`config.mk`:
```
export PLATFORM = sky130hd
export DESIGN_NAME = sprite_blit_scheduler_flat
export DESIGN_NICKNAME = d
export VERILOG_FILES = /design/src/rtl/sprite_blit_if.sv /design/src/rtl/sprite_blit_scheduler.sv /design/src/flat_wrapper.sv
export SDC_FILE = /design/constraint.sdc
export NUM_CORES = 1
export LEC_CHECK = 0
export ABC_AREA = 1
export CAP_MARGIN = 15
export CORE_UTILIZATION = 30
export CTS_CLUSTER_SIZE = 12
export DETAILED_ROUTE_END_ITERATION = 12
export HOLD_SLACK_MARGIN = 0.06
export PLACE_DENSITY_LB_ADDON = 0.25
export SYNTH_ARGS = -nofsm -noshare
export SYNTH_HDL_FRONTEND = slang
export SYNTH_SLANG_ARGS = --single-unit
```
`constraint.sdc`:
```
create_clock -name clock -period 5.7 [get_ports clock]
set_clock_uncertainty 0.05 [all_clocks]
set_input_delay 1.425 -clock clock [delete_from_list [all_inputs] [get_ports clock]]
set_output_delay 1.425 -clock clock [all_outputs]
set_load 0.01 [all_outputs]
```
`src/rtl/sprite_blit_if.sv`:
```
// Bundles the signals a sprite blitter uses to talk to the draw queue, the sprite
// texel storage and the framebuffer write port.
interface sprite_blit_if #(
  parameter int SPRITE_NUM = 16,
  parameter int SPRITE_W   = 32,
  parameter int SCREEN_W   = 320,
  parameter int SCREEN_H   = 240
);
  localparam int SLW = $clog2(SPRITE_NUM);
  localparam int TAW = $clog2(SPRITE_W * SPRITE_W);
  localparam int FAW = $clog2(SCREEN_W * SCREEN_H);

  logic           q_is_empty;
  logic           q_dequeue;
  logic [7:0]     q_sprite_id;
  logic [15:0]    q_sprite_x;
  logic [15:0]    q_sprite_y;
  logic [7:0]     q_sprite_scale;

  logic [SLW-1:0] st_select;
  logic [TAW-1:0] st_addr;
  logic [3:0]     st_data;

  logic           fb_w_en;
  logic [FAW-1:0] fb_w_addr;
  logic [3:0]     fb_w_data;
  logic           fb_w_ready;

  modport master (
    input  q_is_empty, q_sprite_id, q_sprite_x, q_sprite_y, q_sprite_scale,
    input  st_data, fb_w_ready,
    output q_dequeue, st_select, st_addr, fb_w_en, fb_w_addr, fb_w_data
  );

  modport slave (
    output q_is_empty, q_sprite_id, q_sprite_x, q_sprite_y, q_sprite_scale,
    output st_data, fb_w_ready,
    input  q_dequeue, st_select, st_addr, fb_w_en, fb_w_addr, fb_w_data
  );
endinterface

```
`src/rtl/sprite_blit_scheduler.sv`:
```
// Pops draw-queue entries and walks every scaled output pixel of the sprite, issuing
// texel reads and clipped, transparency-filtered framebuffer writes.
//
// state | meaning
// IDLE  | waiting for a queued sprite
// LOAD  | latch head entry, pop queue, reject bad ids
// WALK  | issue one output offset per unstalled cycle
// DRAIN | let the last pixel leave stage 1, then pulse sprite_done
module sprite_blit_scheduler #(
  parameter int SPRITE_NUM = 16,
  parameter int SPRITE_W   = 32,
  parameter int SCREEN_W   = 320,
  parameter int SCREEN_H   = 240,
  parameter int MAX_SCALE  = 4
) (
  input  logic          clock,
  input  logic          reset,
  sprite_blit_if.master bus,
  output logic          busy,
  output logic          sprite_done,
  output logic          bad_id
);
  localparam int UW  = $clog2(SPRITE_W);
  localparam int SLW = $clog2(SPRITE_NUM);
  localparam int SCW = $clog2(MAX_SCALE + 1);
  localparam int OW  = $clog2(SPRITE_W * MAX_SCALE);
  localparam int FAW = $clog2(SCREEN_W * SCREEN_H);

  localparam logic [UW-1:0] U_LAST = UW'(SPRITE_W - 1);
  localparam logic [16:0]   SCR_W  = 17'(SCREEN_W);
  localparam logic [16:0]   SCR_H  = 17'(SCREEN_H);
  localparam logic [7:0]    NUM_L  = 8'(SPRITE_NUM);
  localparam logic [7:0]    MAXS_L = 8'(MAX_SCALE);

  typedef enum logic [1:0] {S_IDLE, S_LOAD, S_WALK, S_DRAIN} state_t;

  state_t         state_q, state_d;
  logic [SLW-1:0] slot_q, slot_d;
  logic [15:0]    x_q, x_d, y_q, y_d;
  logic [SCW-1:0] s_q, s_d, rx_q, rx_d, ry_q, ry_d;
  logic [OW-1:0]  ox_q, ox_d, oy_q, oy_d;
  logic [UW-1:0]  u_q, u_d, v_q, v_d;
  logic           s1_valid_q, s1_valid_d;
  logic [16:0]    px_q, px_d, py_q, py_d;
  logic           held_q, held_d;
  logic [3:0]     hold_data_q, hold_data_d;
  logic           sprite_done_q, sprite_done_d;

  logic           dequeue_c, bad_id_c;
  logic [3:0]     pix;
  logic           wr, stall, row_end, col_end;
  logic [SCW-1:0] s_eff, s_last;
  logic [FAW-1:0] fb_addr_full;

  // A stalled pixel keeps its own copy of the texel so the write cannot depend on
  // what storage returns while the read address sits on the next offset.
  assign pix          = held_q ? hold_data_q : bus.st_data;
  assign wr           = s1_valid_q && (pix != 4'd0) && (px_q < SCR_W) && (py_q < SCR_H);
  assign stall        = wr && !bus.fb_w_ready;
  assign s_last       = s_q - SCW'(1);
  assign row_end      = (u_q == U_LAST) && (rx_q == s_last);
  assign col_end      = (v_q == U_LAST) && (ry_q == s_last);
  assign fb_addr_full = FAW'(py_q) * FAW'(SCREEN_W) + FAW'(px_q);

  always_comb begin
    if (bus.q_sprite_scale == 8'd0)        s_eff = SCW'(1);
    else if (bus.q_sprite_scale > MAXS_L)  s_eff = SCW'(MAX_SCALE);
    else                                   s_eff = bus.q_sprite_scale[SCW-1:0];
  end

  always_comb begin
    state_d       = state_q;
    slot_d        = slot_q;
    x_d           = x_q;
    y_d           = y_q;
    s_d           = s_q;
    rx_d          = rx_q;
    ry_d          = ry_q;
    ox_d          = ox_q;
    oy_d          = oy_q;
    u_d           = u_q;
    v_d           = v_q;
    px_d          = px_q;
    py_d          = py_q;
    s1_valid_d    = stall ? s1_valid_q : 1'b0;
    held_d        = stall;
    hold_data_d   = stall ? pix : hold_data_q;
    sprite_done_d = 1'b0;
    dequeue_c     = 1'b0;
    bad_id_c      = 1'b0;

    case (state_q)
      S_IDLE: begin
        if (!bus.q_is_empty) state_d = S_LOAD;
      end
      S_LOAD: begin
        dequeue_c = !bus.q_is_empty;
        slot_d    = bus.q_sprite_id[SLW-1:0];
        x_d       = bus.q_sprite_x;
        y_d       = bus.q_sprite_y;
        s_d       = s_eff;
        rx_d      = '0;
        ry_d      = '0;
        ox_d      = '0;
        oy_d      = '0;
        u_d       = '0;
        v_d       = '0;
        if (bus.q_sprite_id >= NUM_L) begin
          bad_id_c = 1'b1;
          state_d  = S_IDLE;
        end else begin
          state_d  = S_WALK;
        end
      end
      S_WALK: begin
        if (!stall) begin
          s1_valid_d = 1'b1;
          px_d       = 17'(x_q) + 17'(ox_q);
          py_d       = 17'(y_q) + 17'(oy_q);
          // Replicate counters stand in for the divide: u/v step once every s_eff offsets.
          if (row_end) begin
            ox_d = '0;
            u_d  = '0;
            rx_d = '0;
            oy_d = oy_q + OW'(1);
            if (ry_q == s_last) begin
              ry_d = '0;
              v_d  = v_q + UW'(1);
            end else begin
              ry_d = ry_q + SCW'(1);
            end
            if (col_end) state_d = S_DRAIN;
          end else begin
            ox_d = ox_q + OW'(1);
            if (rx_q == s_last) begin
              rx_d = '0;
              u_d  = u_q + UW'(1);
            end else begin
              rx_d = rx_q + SCW'(1);
            end
          end
        end
      end
      S_DRAIN: begin
        if (!s1_valid_q) begin
          sprite_done_d = 1'b1;
          state_d       = S_IDLE;
        end
      end
      default: state_d = S_IDLE;
    endcase
  end

  always_ff @(posedge clock or posedge reset) begin
    if (reset) begin
      state_q       <= S_IDLE;
      slot_q        <= '0;
      x_q           <= '0;
      y_q           <= '0;
      s_q           <= '0;
      rx_q          <= '0;
      ry_q          <= '0;
      ox_q          <= '0;
      oy_q          <= '0;
      u_q           <= '0;
      v_q           <= '0;
      px_q          <= '0;
      py_q          <= '0;
      s1_valid_q    <= 1'b0;
      held_q        <= 1'b0;
      hold_data_q   <= '0;
      sprite_done_q <= 1'b0;
    end else begin
      state_q       <= state_d;
      slot_q        <= slot_d;
      x_q           <= x_d;
      y_q           <= y_d;
      s_q           <= s_d;
      rx_q          <= rx_d;
      ry_q          <= ry_d;
      ox_q          <= ox_d;
      oy_q          <= oy_d;
      u_q           <= u_d;
      v_q           <= v_d;
      px_q          <= px_d;
      py_q          <= py_d;
      s1_valid_q    <= s1_valid_d;
      held_q        <= held_d;
      hold_data_q   <= hold_data_d;
      sprite_done_q <= sprite_done_d;
    end
  end

  assign bus.q_dequeue = dequeue_c;
  assign bus.st_select = slot_q;
  assign bus.st_addr   = {v_q, u_q};
  assign bus.fb_w_en   = wr;
  assign bus.fb_w_addr = wr ? fb_addr_full : '0;
  assign bus.fb_w_data = wr ? pix : 4'd0;
  assign busy          = (state_q != S_IDLE);
  assign sprite_done   = sprite_done_q;
  assign bad_id        = bad_id_c;
endmodule

```
`src/flat_wrapper.sv`:
```
// flat-port wrapper written by rule: the top's interface ports become plain ports
module sprite_blit_scheduler_flat 
#(
  parameter int SPRITE_NUM = 16,
  parameter int SPRITE_W   = 32,
  parameter int SCREEN_W   = 320,
  parameter int SCREEN_H   = 240,
  parameter int MAX_SCALE  = 4
)
  (clock, reset, busy, sprite_done, bad_id, bus_q_is_empty, bus_q_sprite_id, bus_q_sprite_x, bus_q_sprite_y, bus_q_sprite_scale, bus_st_data, bus_fb_w_ready, bus_q_dequeue, bus_st_select, bus_st_addr, bus_fb_w_en, bus_fb_w_addr, bus_fb_w_data);
  sprite_blit_if #(.SPRITE_NUM(SPRITE_NUM), .SPRITE_W(SPRITE_W), .SCREEN_W(SCREEN_W), .SCREEN_H(SCREEN_H)) bus_i ();
  input  logic clock;
  input  logic reset;
  output logic busy;
  output logic sprite_done;
  output logic bad_id;
  input wire logic [$bits(bus_i.q_is_empty)-1:0] bus_q_is_empty;
  input wire logic [$bits(bus_i.q_sprite_id)-1:0] bus_q_sprite_id;
  input wire logic [$bits(bus_i.q_sprite_x)-1:0] bus_q_sprite_x;
  input wire logic [$bits(bus_i.q_sprite_y)-1:0] bus_q_sprite_y;
  input wire logic [$bits(bus_i.q_sprite_scale)-1:0] bus_q_sprite_scale;
  input wire logic [$bits(bus_i.st_data)-1:0] bus_st_data;
  input wire logic [$bits(bus_i.fb_w_ready)-1:0] bus_fb_w_ready;
  output wire logic [$bits(bus_i.q_dequeue)-1:0] bus_q_dequeue;
  output wire logic [$bits(bus_i.st_select)-1:0] bus_st_select;
  output wire logic [$bits(bus_i.st_addr)-1:0] bus_st_addr;
  output wire logic [$bits(bus_i.fb_w_en)-1:0] bus_fb_w_en;
  output wire logic [$bits(bus_i.fb_w_addr)-1:0] bus_fb_w_addr;
  output wire logic [$bits(bus_i.fb_w_data)-1:0] bus_fb_w_data;
  assign bus_i.q_is_empty = bus_q_is_empty;
  assign bus_i.q_sprite_id = bus_q_sprite_id;
  assign bus_i.q_sprite_x = bus_q_sprite_x;
  assign bus_i.q_sprite_y = bus_q_sprite_y;
  assign bus_i.q_sprite_scale = bus_q_sprite_scale;
  assign bus_i.st_data = bus_st_data;
  assign bus_i.fb_w_ready = bus_fb_w_ready;
  assign bus_q_dequeue = bus_i.q_dequeue;
  assign bus_st_select = bus_i.st_select;
  assign bus_st_addr = bus_i.st_addr;
  assign bus_fb_w_en = bus_i.fb_w_en;
  assign bus_fb_w_addr = bus_i.fb_w_addr;
  assign bus_fb_w_data = bus_i.fb_w_data;
  sprite_blit_scheduler #(.SPRITE_NUM(SPRITE_NUM), .SPRITE_W(SPRITE_W), .SCREEN_W(SCREEN_W), .SCREEN_H(SCREEN_H), .MAX_SCALE(MAX_SCALE)) u_core (.clock(clock), .reset(reset), .bus(bus_i), .busy(busy), .sprite_done(sprite_done), .bad_id(bad_id));
endmodule
```
run_1/layers.png
Two of the layers only.
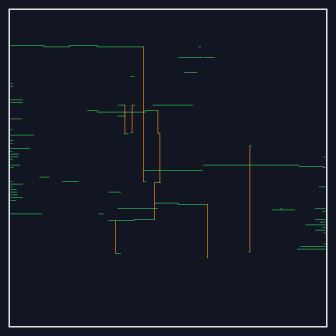
green -> M3  # wire length 520 um
orange -> M4  # wire length 246 um
gr usage total: 0.1550
Via Count: 6469
WL/cell: 13.05 um
final WL: 18360 um

run_1/clock_wires.png
Bar = 50 um.
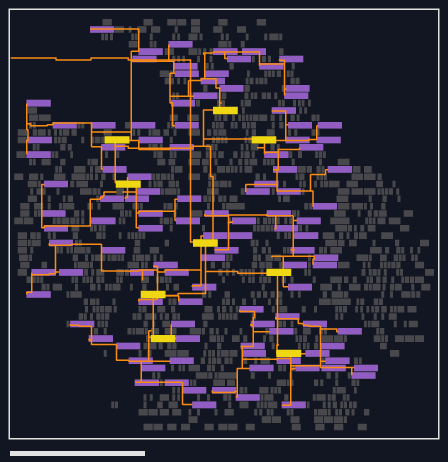
orange -> clock wires  # length 1520 um
yellow -> clock-net drivers  # count 9
purple -> flip-flops  # count 112
routed clock nets = 10
clk ins delay skew pair: 0.36 ns
clock power share: 0.167
Clk. pwr: 627 uW

run_1/floorplan.png
Bar = 50 um. Pins as bars on the die edge.
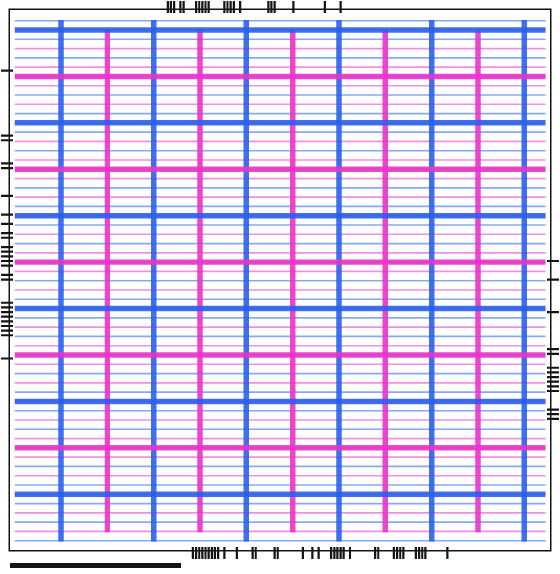
blue -> VSS
magenta -> VDD
signal pins = 96
rows = 56
met4 straps = 11
Peak VDD IR: 0.0001674 V
Die Height: 158.2 um

run_1/class_map.png
Bar = 50 um.
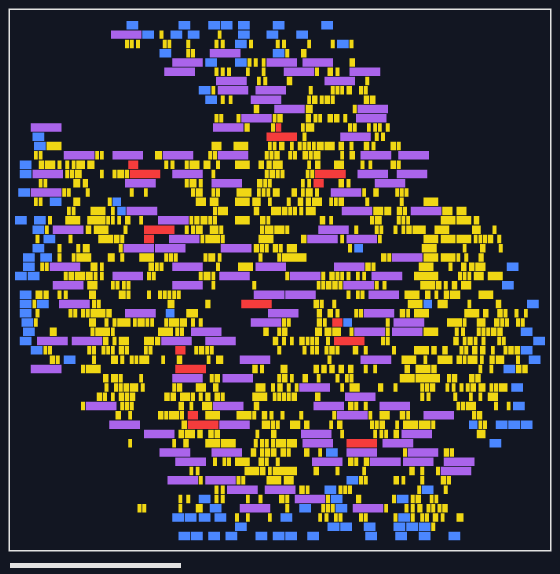
yellow -> remaining logic cells  # cells 858
blue -> remaining buffers and delay cells  # cells 102
red -> clock drivers and dummy loads  # cells 16
purple -> sequential cells  # cells 112
Non-Filler Cell Area, Final: 8861 sq um
Seq area share: 0.3163
num rows: 56
core area: 23680 sq um

==> impl_metrics.yaml, run 1 <==
# flow metrics
synth:
  syn_area_per_cell_sq_um: 7.339
  yosys-top-cells-count: "nand2_1, inv_1, dfrtp_1"
  ys_warn_count: 0
  syn_inst: 997
  yosysCellCount: 997
  yosysMostFrequentCell: "nand2_1"
  yosysUniqueCellTypes: 41
  ys.flops: 112
  synth_top_area_share: 0.3830
  synth_nets: 1110
  syn_area_sq_um: 7317
  yosysTopAreaCell: "dfrtp_1"
  async_flop_share: 1.000
  synthFlopType: "dfrtp_1"
  edf_count: 0
  ys_chip_area_sq_um: 7317
  topCellsByArea: "dfrtp_1, nand2_1, ha_1"
  ys_seq_share: 0.3830
floorplan:
  die_w_um: 158.2
  io_pins: 96
  die_area_sq_um: 25020
  fp-utilization: 0.3090
worst_setup_path:
  cp.required_ns: 4.22
  crit_slowest_cell: "clkdlybuf4s50_1"
  crit_path_end_kind: "output pin"
  crit_chain: "ha_1 -> ha_1 -> fa_1 -> nand3_1 -> nand3_1 -> xor2_1 -> inv_1 -> ha_1 -> nand2_1 -> inv_1 -> nand3_1 -> nor3_1 -> nor2_1 -> nand2_1 -> nand2_1 -> nor2_1 -> clkdlybuf4s50_1"
  reg2reg_from: "u_core.state_q[0]"
  critPathMaxFanout: 6
  critical-path-top-delay-family: "adder cells"
  cp-start-kind: "flip-flop"
  critPathKind: "flip-flop to output pin"
  startpoint: "u_core.py_q[1]"
  critPathBufInv: 3
  cp.arrival_ns: 3.73
  cpPeakStageDelay_ns: 0.53
global_route:
  antenna_found_initial: 0
  grt_max_degree: 65
  grt-ovfl-total: 0
  grt_pass1_wl_um: 30620
  grt_pass1_vias: 6185
layout:
  layout.cells.non_filler: 1407
  syn_to_final_growth_pct: 21.10
  fillCellCount: 2552
  nets: 1196
  drive_above_1_share: 0.03401
  antenna_cells: 0
flow_run:
  tool_warnings: 30
  cap_viol_max_count: 0
clock_tree:
  cts-root-buf: "clkbuf_16"
  clock_sink_count: 112
  cts_resized: 0
  cts_made_buffers: 9
  clockBufferDepth: 2
  cts_htree_levels: 3
  cts_setup_buffers: 0
  path_clk_slew_ns: 0.08
  cts_tree: "built"
  hold_buffers: 0
placed_design:
  dpl_cell_area_sq_um: 8578
  dp_cells: 1391
  port_buffers: 95
  place_ws_ns: 0.7513
  gp_congestion: 0.8414
  dp_hpwl_um: 13850
min_path:
  hold_path.startpoint: "u_core.bus.st_select[0]"
  hold_path.class: "flip-flop to flip-flop"
final_timing:
  whs_ns: 0.4260
  tightest_slew_ns: 0.8401
  finalSetupViolCount: 0
  hold_viol: 0
  rsz0062_at_grt: "false"
  post-route-min-period_ns: 5.206
  worst_slack_ns: 0.4944
  timing.final.crit_share: 0.9133
  max_clock_freq_ghz: 0.1921
  setup_tns_ns: 0
  maxSlewViolCount: 0
  slew_headroom: 0.4393
status:
  status: "finished clean"
pwr:
  p_int_mw: 2.036
  leakage_nw: 4.572
  p_seq_frac: 0.346
  power.density_nw_per_um2: 422.6
  switchingPower_mw: 1.708
  swShare: 0.4561
  combPwrFrac: 0.487
detailed_routing:
  viasPerCell: 4.598
  drtIter0Drc: 327
  postRouteAntennaNets: 0
  drc_errors: 0
  first_pass_iters: 5
run 1: placed cells by master, fill, tap and decap left out, drive strengths merged, types with 3 or more instances in the layout:
cell           Yosys  final
a21oi             25     25
nand3             72     72
nor3b              4      4
o21ai             71     71
nor3               8      8
ha                53     53
clkdlybuf4s50      0     95
xor2              24     24
clkbuf            14      9
buf               13      7
nand2            331    331
fa                 4      4
xnor2             17     17
nand3b             3      3
nor2              82     82
inv              117    123
nand4             30     30
dfrtp            112    112
run 1: area by class of cell:
cell class | instances | area, sq um | area share
Tap cell | 319 | 399.1 | 0.04504
Sequential cell | 112 | 2803 | 0.3163
Clock inverter | 7 | 57.56 | 0.006495
Multi-Input combinational cell | 740 | 3926 | 0.4431
Clock buffer | 9 | 225.2 | 0.02542
Inverter | 118 | 446.7 | 0.05041
Timing Repair Buffer | 102 | 1003 | 0.1132
run 1: flip-flops by register name (all words and copies together) (netlist names), named ones only:
name	flops
u_core.py_q	17
u_core.sprite_done	1
u_core.u_q	5
u_core.bus.st_select	4
u_core.ox_q	7
u_core.s_q	3
u_core.state_q	1
u_core.v_q	5
u_core.rx_q	3
u_core.y_q	16
u_core.hold_data_q	4
u_core.ry_q	3
u_core.x_q	16
u_core.px_q	17
u_core.oy_q	7
u_core.held_q	1
run 1: path summary, 6_finish.rpt:
kind                                            to  slack [ns]  depth (start not counted)
hold / removal             u_core.bus.st_select[0]        0.43                          2
hold reg to reg            u_core.bus.st_select[0]        0.43                          2
setup / recovery                 bus_fb_w_addr[16]        0.49                         17
max in group asynchronous            u_core.y_q[2]        3.18                          3
min in group asynchronous    u_core.hold_data_q[3]        1.52                          2
setup reg to reg                     u_core.v_q[2]        2.92                          8
run 1: cell families after synthesis:
family	count (synthesis)	synth area share
simple gates	536	0.3099
buf+inv	145	0.08071
flops	112	0.3830
compound gates	106	0.07575
fa+ha+maj	57	0.1016
xor+xnor	41	0.04908
run 1: worst min-delay path: cells and delay by family (launching register included):
family / cells / cell delay, ns
simple gates: 2 / 0.10
flops: 1 / 0.35
run 1: through the flow:
stage               total power [mW]  utilization
global placement               3.150       0.3622
global route                   4.116       0.3742
detailed placement             3.154       0.3622
floorplan                      2.602            -
CTS                            3.803       0.3742
finish                         3.744       0.3742
run 1: power by group through the flow:
stage	Clock, mW	Combinational, mW	Sequential [mW]
global route	0.674	2.10	1.34
detailed placement	0	1.84	1.31
global placement	0	1.84	1.31
floorplan	0	1.36	1.24
finish	0.627	1.82	1.29
CTS	0.648	1.86	1.30
run 1: per-layer routing:
layer / track usage / part of all wire
met3: 0.02163 / 0.028
met2: 0.2602 / 0.47
met4: 0.04670 / 0.013
met1: 0.2055 / 0.49
met5: 0 / 0
==> run 2, diff against run 1 <==
--- a/config.mk
+++ b/config.mk
@@ -12,6 +12,7 @@
 export DETAILED_ROUTE_END_ITERATION = 12
 export HOLD_SLACK_MARGIN = 0.06
 export PLACE_DENSITY_LB_ADDON = 0.25
+export SLEW_MARGIN = 20
 export SYNTH_ARGS = -nofsm -noshare
 export SYNTH_HDL_FRONTEND = slang
 export SYNTH_SLANG_ARGS = --single-unit
==> run 2 against run 1 <==
  * Flip-flop count stayed put
  * Global-route usage is the same
  * Highest routed layer unchanged
  * Final cell count did not move
  * Synthesized area did not move
  * Worst setup slack unchanged
  * First-iteration DRC count unchanged
  * Critical path type unchanged
  * Clock power is essentially flat
  * Sequential share of layout area did not move
==> impl_metrics.yaml, run 2 <==
# flow metrics
floorplan:
  io_pins: 96
  fp.dieH_um: 158.2
  die_area_sq_um: 25020
  die_w_um: 158.2
  core_area_sq_um: 23680
  fp-utilization: 0.3090
  rows: 56
detailed_routing:
  avgRoutedWirePerCell_um: 13.05
  wl_um: 18360
  num_vias: 6469
  drc_errors: 0
  viasPerCell: 4.598
  postRouteAntennaNets: 0
  first_pass_iters: 5
  drtIter0Drc: 327
final_timing:
  rsz0062_at_grt: "false"
  timing.final.crit_share: 0.9133
  max_clock_freq_ghz: 0.1921
  finalSetupViolCount: 0
  whs_ns: 0.4260
  hold_viol: 0
  slew_headroom: 0.4393
  tightest_slew_ns: 0.8401
  maxSlewViolCount: 0
  setup_tns_ns: 0
  post-route-min-period_ns: 5.206
clock_tree:
  hold_buffers: 0
  cts-root-buf: "clkbuf_16"
  cts_htree_levels: 3
  cts_setup_buffers: 0
  cts_tree: "built"
  path_clk_slew_ns: 0.08
  clock_sink_count: 112
  clockBufferDepth: 2
  cts_resized: 0
  cts_made_buffers: 9
  insertion_delay_ns: 0.36
worst_setup_path:
  critPathMaxFanout: 6
  cpPeakStageDelay_ns: 0.53
  crit_path_end_kind: "output pin"
  cp-start-kind: "flip-flop"
  critPathBufInv: 3
  cp.arrival_ns: 3.73
  critical-path-top-delay-family: "adder cells"
  reg2reg_from: "u_core.state_q[0]"
  r2r_end: "u_core.v_q[2]"
  reg2regPathDepth: 8
  critPathKind: "flip-flop to output pin"
  r2r_slack_ns: 2.92
  crit_chain: "ha_1 -> ha_1 -> fa_1 -> nand3_1 -> nand3_1 -> xor2_1 -> inv_1 -> ha_1 -> nand2_1 -> inv_1 -> nand3_1 -> nor3_1 -> nor2_1 -> nand2_1 -> nand2_1 -> nor2_1 -> clkdlybuf4s50_1"
  crit_slowest_cell: "clkdlybuf4s50_1"
  cp.required_ns: 4.22
global_route:
  antenna_found_initial: 0
  grt_max_degree: 65
  grt_pass1_wl_um: 30620
  grt_pass1_vias: 6185
  grt-ovfl-total: 0
  grt_use_total: 0.1550
pwr:
  finalPower_mw: 3.744
  power.density_nw_per_um2: 422.6
  ir_drop_v: 0.0001674
  leakage_nw: 4.572
min_path:
  hold_path.startpoint: "u_core.bus.st_select[0]"
  min_to: "u_core.bus.st_select[0]"
  hold_path.class: "flip-flop to flip-flop"
  min_path_cells: 2
synth:
  syn_area_sq_um: 7317
  ys_chip_area_sq_um: 7317
  ys.flops: 112
  syn_inst: 997
  synthFlopType: "dfrtp_1"
  synth_top_area_share: 0.3830
  synth_nets: 1110
  async_flop_share: 1.000
  yosysMostFrequentCell: "nand2_1"
  edf_count: 0
  yosys-top-cells-count: "nand2_1, inv_1, dfrtp_1"
  ys_seq_share: 0.3830
  yosysTopAreaCell: "dfrtp_1"
  ys_warn_count: 0
  syn_area_per_cell_sq_um: 7.339
  topCellsByArea: "dfrtp_1, nand2_1, ha_1"
  yosysUniqueCellTypes: 41
  yosysCellCount: 997
placed_design:
  port_buffers: 95
  dp_hpwl_um: 13850
  dp_cells: 1391
  gp_congestion: 0.8414
layout:
  final_cell_mix: "nand2_1, inv_1, dfrtp_1"
  nets: 1196
  syn_to_final_growth_pct: 21.10
  antenna_cells: 0
  layout.cells.non_filler: 1407
  drive_above_1_share: 0.03401
  lay_top_count: "nand2_1"
  reg.largest.list: "u_core.px_q: 17 flops, u_core.py_q: 17 flops"
flow_run:
  tool_warnings: 30
  cap_viol_max_count: 0
status:
  status: "finished clean"
## run 2: cell counts after synthesis
No cell type changed its count.
## run 2: stage by stage
stage	worst slack (ns)	utilization	instance area [sq um]
2_1_floorplan	1.266	-	7317
5_1_grt	0.1567	0.3742	8861
3_5_place_dp	0.7513	0.3622	8578
3_3_place_gp	0.7909	0.3622	8578
6_report	0.4944	0.3742	8861
4_1_cts	0.4823	0.3742	8861
## run 2: power breakdown
part           total, mW  switching [mW]  internal (mW)
logic               1.82            1.15          0.672
clock network      0.627           0.321          0.306
registers           1.29           0.237           1.06
## run 2: layout make-up
| cell class | count | area (sq um) |
|---|---|---|
| Clock buffer | 9 | 225.2 |
| Clock inverter | 7 | 57.56 |
| Fill cell | 2552 | 14820 |
| Inverter | 118 | 446.7 |
| Multi-Input combinational cell | 740 | 3926 |
| Sequential cell | 112 | 2803 |
| Tap cell | 319 | 399.1 |
| Timing Repair Buffer | 102 | 1003 |
## run 2: logic make-up (layout without fill, tap and decap cells)
family | Yosys count | after routing | share of synthesized area
XOR/XNOR | 41 | 41 | 0.04908
buffers and inverters | 145 | 236 | 0.08071
flip-flops | 112 | 112 | 0.3830
adder cells (fa/ha/maj) | 57 | 57 | 0.1016
AND/OR/NAND/NOR | 536 | 536 | 0.3099
AND-OR/OR-AND | 106 | 106 | 0.07575
## run 2: worst max path at each step
stage	start	endpoint	slack [ns]	cells past startpoint
global placement	bus_st_data[3]	bus_fb_w_addr[11]	0.79	10
finish	u_core.py_q[1]	bus_fb_w_addr[16]	0.49	17
detailed placement	bus_st_data[3]	bus_fb_w_addr[12]	0.75	10
CTS	u_core.py_q[1]	bus_fb_w_addr[16]	0.48	17
floorplan	reset	async pin	1.27	1
global route	u_core.py_q[1]	bus_fb_w_addr[16]	0.16	17
## run 2: per-layer routing
metal	vias up	GRT usage	share of wire
met3	17	0.02163	0.028
met2	86	0.2602	0.47
met5	-	0	0
met4	0	0.04670	0.013
li1	3360	-	-
met1	3006	0.2055	0.49
## run 2: worst min-delay path, stage by stage, from the launching register on
cell	delay, ns
dfrtp_1	0.35
nand2_1	0.05
nand2_1	0.05
run_2/layers.png
Two of the layers only.
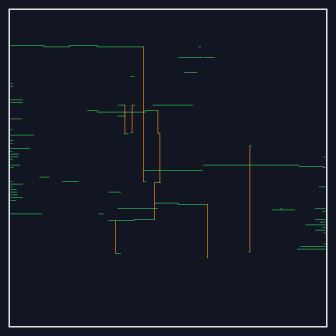
orange -> M4  # wire length 246 um
green -> M3  # wire length 520 um

run_2/clock_wires.png
Bar = 50 um.
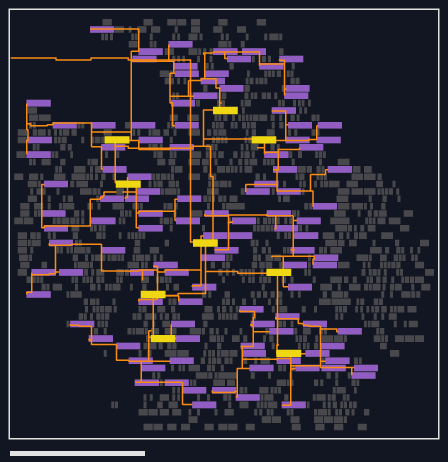

==> run 3, diff against run 2 <==
--- a/config.mk
+++ b/config.mk
@@ -12,6 +12,7 @@
 export DETAILED_ROUTE_END_ITERATION = 12
 export HOLD_SLACK_MARGIN = 0.06
 export PLACE_DENSITY_LB_ADDON = 0.25
+export REMOVE_ABC_BUFFERS = 1
 export SLEW_MARGIN = 20
 export SYNTH_ARGS = -nofsm -noshare
 export SYNTH_HDL_FRONTEND = slang
==> run 3 against run 2 <==
  * Flip-flop count unchanged
  * Sequential share of layout area down 0.076 points
  * Fmax about the same
  * Final area up 0.24%
  * Core utilization up 0.090 points
  * Count of clock-buffer cells in the layout unchanged
  * Critical path type unchanged
  * Largest cell class unchanged
==> impl_metrics.yaml, run 3 <==
# flow metrics
flow_run:
  tool_warnings: 29
  cap_viol_max_count: 0
synth:
  yosys-top-cells-count: "nand2_1, inv_1, dfrtp_1"
  syn_area_sq_um: 7317
  async_flop_share: 1.000
  yosysCellCount: 997
  topCellsByArea: "dfrtp_1, nand2_1, ha_1"
  syn_area_per_cell_sq_um: 7.339
  edf_count: 0
  ys.flops: 112
  synth_top_area_share: 0.3830
  ys_warn_count: 0
  yosysMostFrequentCell: "nand2_1"
  ys_chip_area_sq_um: 7317
  yosysUniqueCellTypes: 41
  ys_seq_share: 0.3830
  yosysTopAreaCell: "dfrtp_1"
  syn_inst: 997
  synthFlopType: "dfrtp_1"
detailed_routing:
  first_pass_iters: 4
  drtIter0Drc: 339
  drc_errors: 0
  num_vias: 6494
  postRouteAntennaNets: 0
  viasPerCell: 4.619
  wl_um: 18070
  avgRoutedWirePerCell_um: 12.85
worst_setup_path:
  crit_chain: "ha_1 -> ha_1 -> fa_1 -> nand3_1 -> nand3_1 -> xor2_1 -> inv_1 -> ha_1 -> nand2_1 -> nor2_1 -> nand3_1 -> nand4_1 -> nor2_1 -> nor3b_1 -> clkdlybuf4s50_1"
  crit_path_end_kind: "output pin"
  cp.required_ns: 4.22
  critical-path-top-delay-family: "adder cells"
  cp.arrival_ns: 3.73
  crit_slowest_cell: "clkdlybuf4s50_1"
  critPathMaxFanout: 6
  r2r_end: "u_core.v_q[0]"
  critPathBufInv: 2
  r2r_slack_ns: 2.67
  cp-start-kind: "flip-flop"
  cpPeakStageDelay_ns: 0.57
  reg2reg_from: "u_core.state_q[0]"
  reg2regPathDepth: 9
  critPathKind: "flip-flop to output pin"
layout:
  lay_top_count: "nand2_1"
  drive_above_1_share: 0.03312
  fin_util: 0.3751
  antenna_cells: 0
  reg.largest.list: "u_core.px_q: 17 flops, u_core.py_q: 17 flops"
  nets: 1195
  syn_to_final_growth_pct: 21.39
  final_cell_mix: "nand2_1, inv_1, dfrtp_1"
floorplan:
  rows: 56
  fp-utilization: 0.3090
  fp.dieH_um: 158.2
  core_area_sq_um: 23680
  io_pins: 96
  die_area_sq_um: 25020
  die_w_um: 158.2
status:
  status: "finished clean"
clock_tree:
  insertion_delay_ns: 0.36
  clock_sink_count: 112
  cts-root-buf: "clkbuf_16"
  cts_tree: "built"
  clockBufferDepth: 2
  cts_setup_buffers: 0
  cts_resized: 0
  path_clk_slew_ns: 0.08
  cts_htree_levels: 3
  cts_made_buffers: 9
  hold_buffers: 0
global_route:
  grt_use_total: 0.1544
  grt_max_degree: 60
  top_usage_layer: "met2"
  grt_pass1_wl_um: 30400
  grt-ovfl-total: 0
  grt_pass1_vias: 6147
  use_met3: 0.02299
  grtUsageMet1: 0.2031
  antenna_found_initial: 0
  gr-usage-met2: 0.2577
pwr:
  leakage_nw: 4.576
  ir_drop_v: 0.0001937
  power.density_nw_per_um2: 426.3
final_timing:
  tightest_slew_ns: 0.8567
  setup_tns_ns: 0
  max_clock_freq_ghz: 0.1921
  maxSlewViolCount: 0
  post-route-min-period_ns: 5.205
  rsz0062_at_grt: "false"
  timing.final.crit_share: 0.9132
  finalSetupViolCount: 0
  slew_headroom: 0.4282
  hold_viol: 0
min_path:
  min_path_cells: 2
  min_to: "u_core.bus.st_select[1]"
  hold_path.class: "flip-flop to flip-flop"
  hold_path.startpoint: "u_core.bus.st_select[1]"
placed_design:
  dp_hpwl_um: 13540
  gp_congestion: 0.8547
  port_buffers: 95
run 3: how the worst max path moves through the flow:
stage	startpoint	end	slack, ns	cells after the start
finish	u_core.py_q[1]	bus_fb_w_addr[15]	0.49	15
global route	u_core.py_q[1]	bus_fb_w_addr[15]	0.13	15
CTS	u_core.py_q[1]	bus_fb_w_addr[16]	0.46	18
detailed placement	bus_st_data[0]	bus_fb_w_addr[7]	0.74	9
global placement	bus_st_data[3]	bus_fb_w_addr[11]	0.78	10
floorplan	reset	async pin	1.27	1
run 3: cell type report:
class                           count  area (sq um)
Timing Repair Buffer              101         996.0
Sequential cell                   112          2803
Clock buffer                        9         225.2
Multi-Input combinational cell    740          3926
Tap cell                          319         399.1
Fill cell                        2581         14800
Inverter                          118         446.7
Clock inverter                      7         86.33
run 3: tightest hold or removal path: stages, from the launching register on:
cell and delay [ns]:
dfrtp_1 0.35, nand2_1 0.05, nand2_1 0.05
run 3: through the flow:
stage / hold WS, ns / setup slack [ns] / cell area, sq um / cells / power, mW
final: 0.4233 / 0.4948 / 8882 / 1406 / 3.787
after global routing: 0.4467 / 0.1313 / 8882 / 1406 / 4.162
after floorplan: 0.3711 / 1.266 / 7171 / 970 / 2.573
after detailed placement: 0.4118 / 0.7373 / 8571 / 1390 / 3.136
after CTS: 0.4294 / 0.4645 / 8882 / 1406 / 3.839
after global placement: 0.4107 / 0.7840 / 8571 / 1390 / 3.131
run 3: per-layer routing:
layer	up-vias	part of all wire
li1	3371	-
met1	2999	0.48
met2	101	0.47
met3	23	0.030
met4	0	0.019
met5	-	0
run 3: cell families after synthesis:
logic type	after synthesis	synth area share
compound gates	106	0.07575
xor+xnor	41	0.04908
fa+ha+maj	57	0.1016
buf+inv	145	0.08071
flops	112	0.3830
simple gates	536	0.3099
run 3: power breakdown:
group          total (mW)  internal (mW)  leakage [nW]  switching [mW]
combinational        1.81          0.668          2.96            1.15
sequential           1.29           1.06          1.46           0.237
clock               0.678          0.352         0.150           0.326
run_3/clock_wires.png
Bar = 50 um.
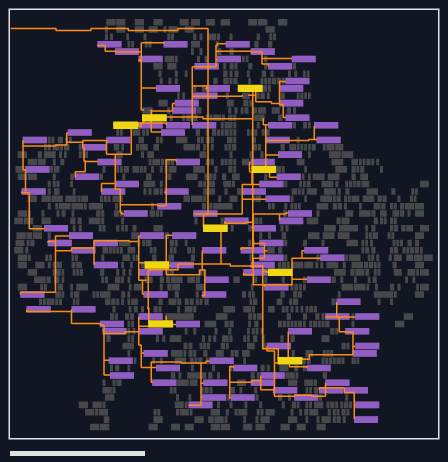
yellow -> clock-net drivers  # count 9
orange -> clock wires  # length 1600 um
purple -> flip-flops  # count 112
routed clock nets = 10
clock power share: 0.179
Clk. pwr: 678 uW

run_3/class_map.png
Bar = 50 um.
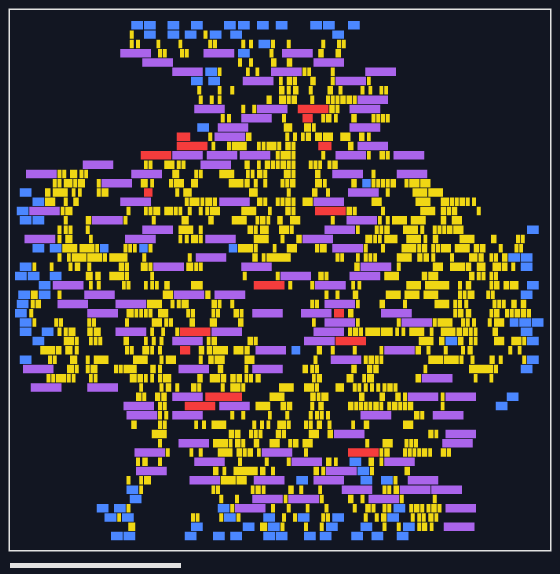
purple -> sequential cells  # cells 112
yellow -> remaining logic cells  # cells 858
red -> clock drivers and dummy loads  # cells 16
blue -> remaining buffers and delay cells  # cells 101

No activity file was given, so power comes from the tool's default toggle rates.
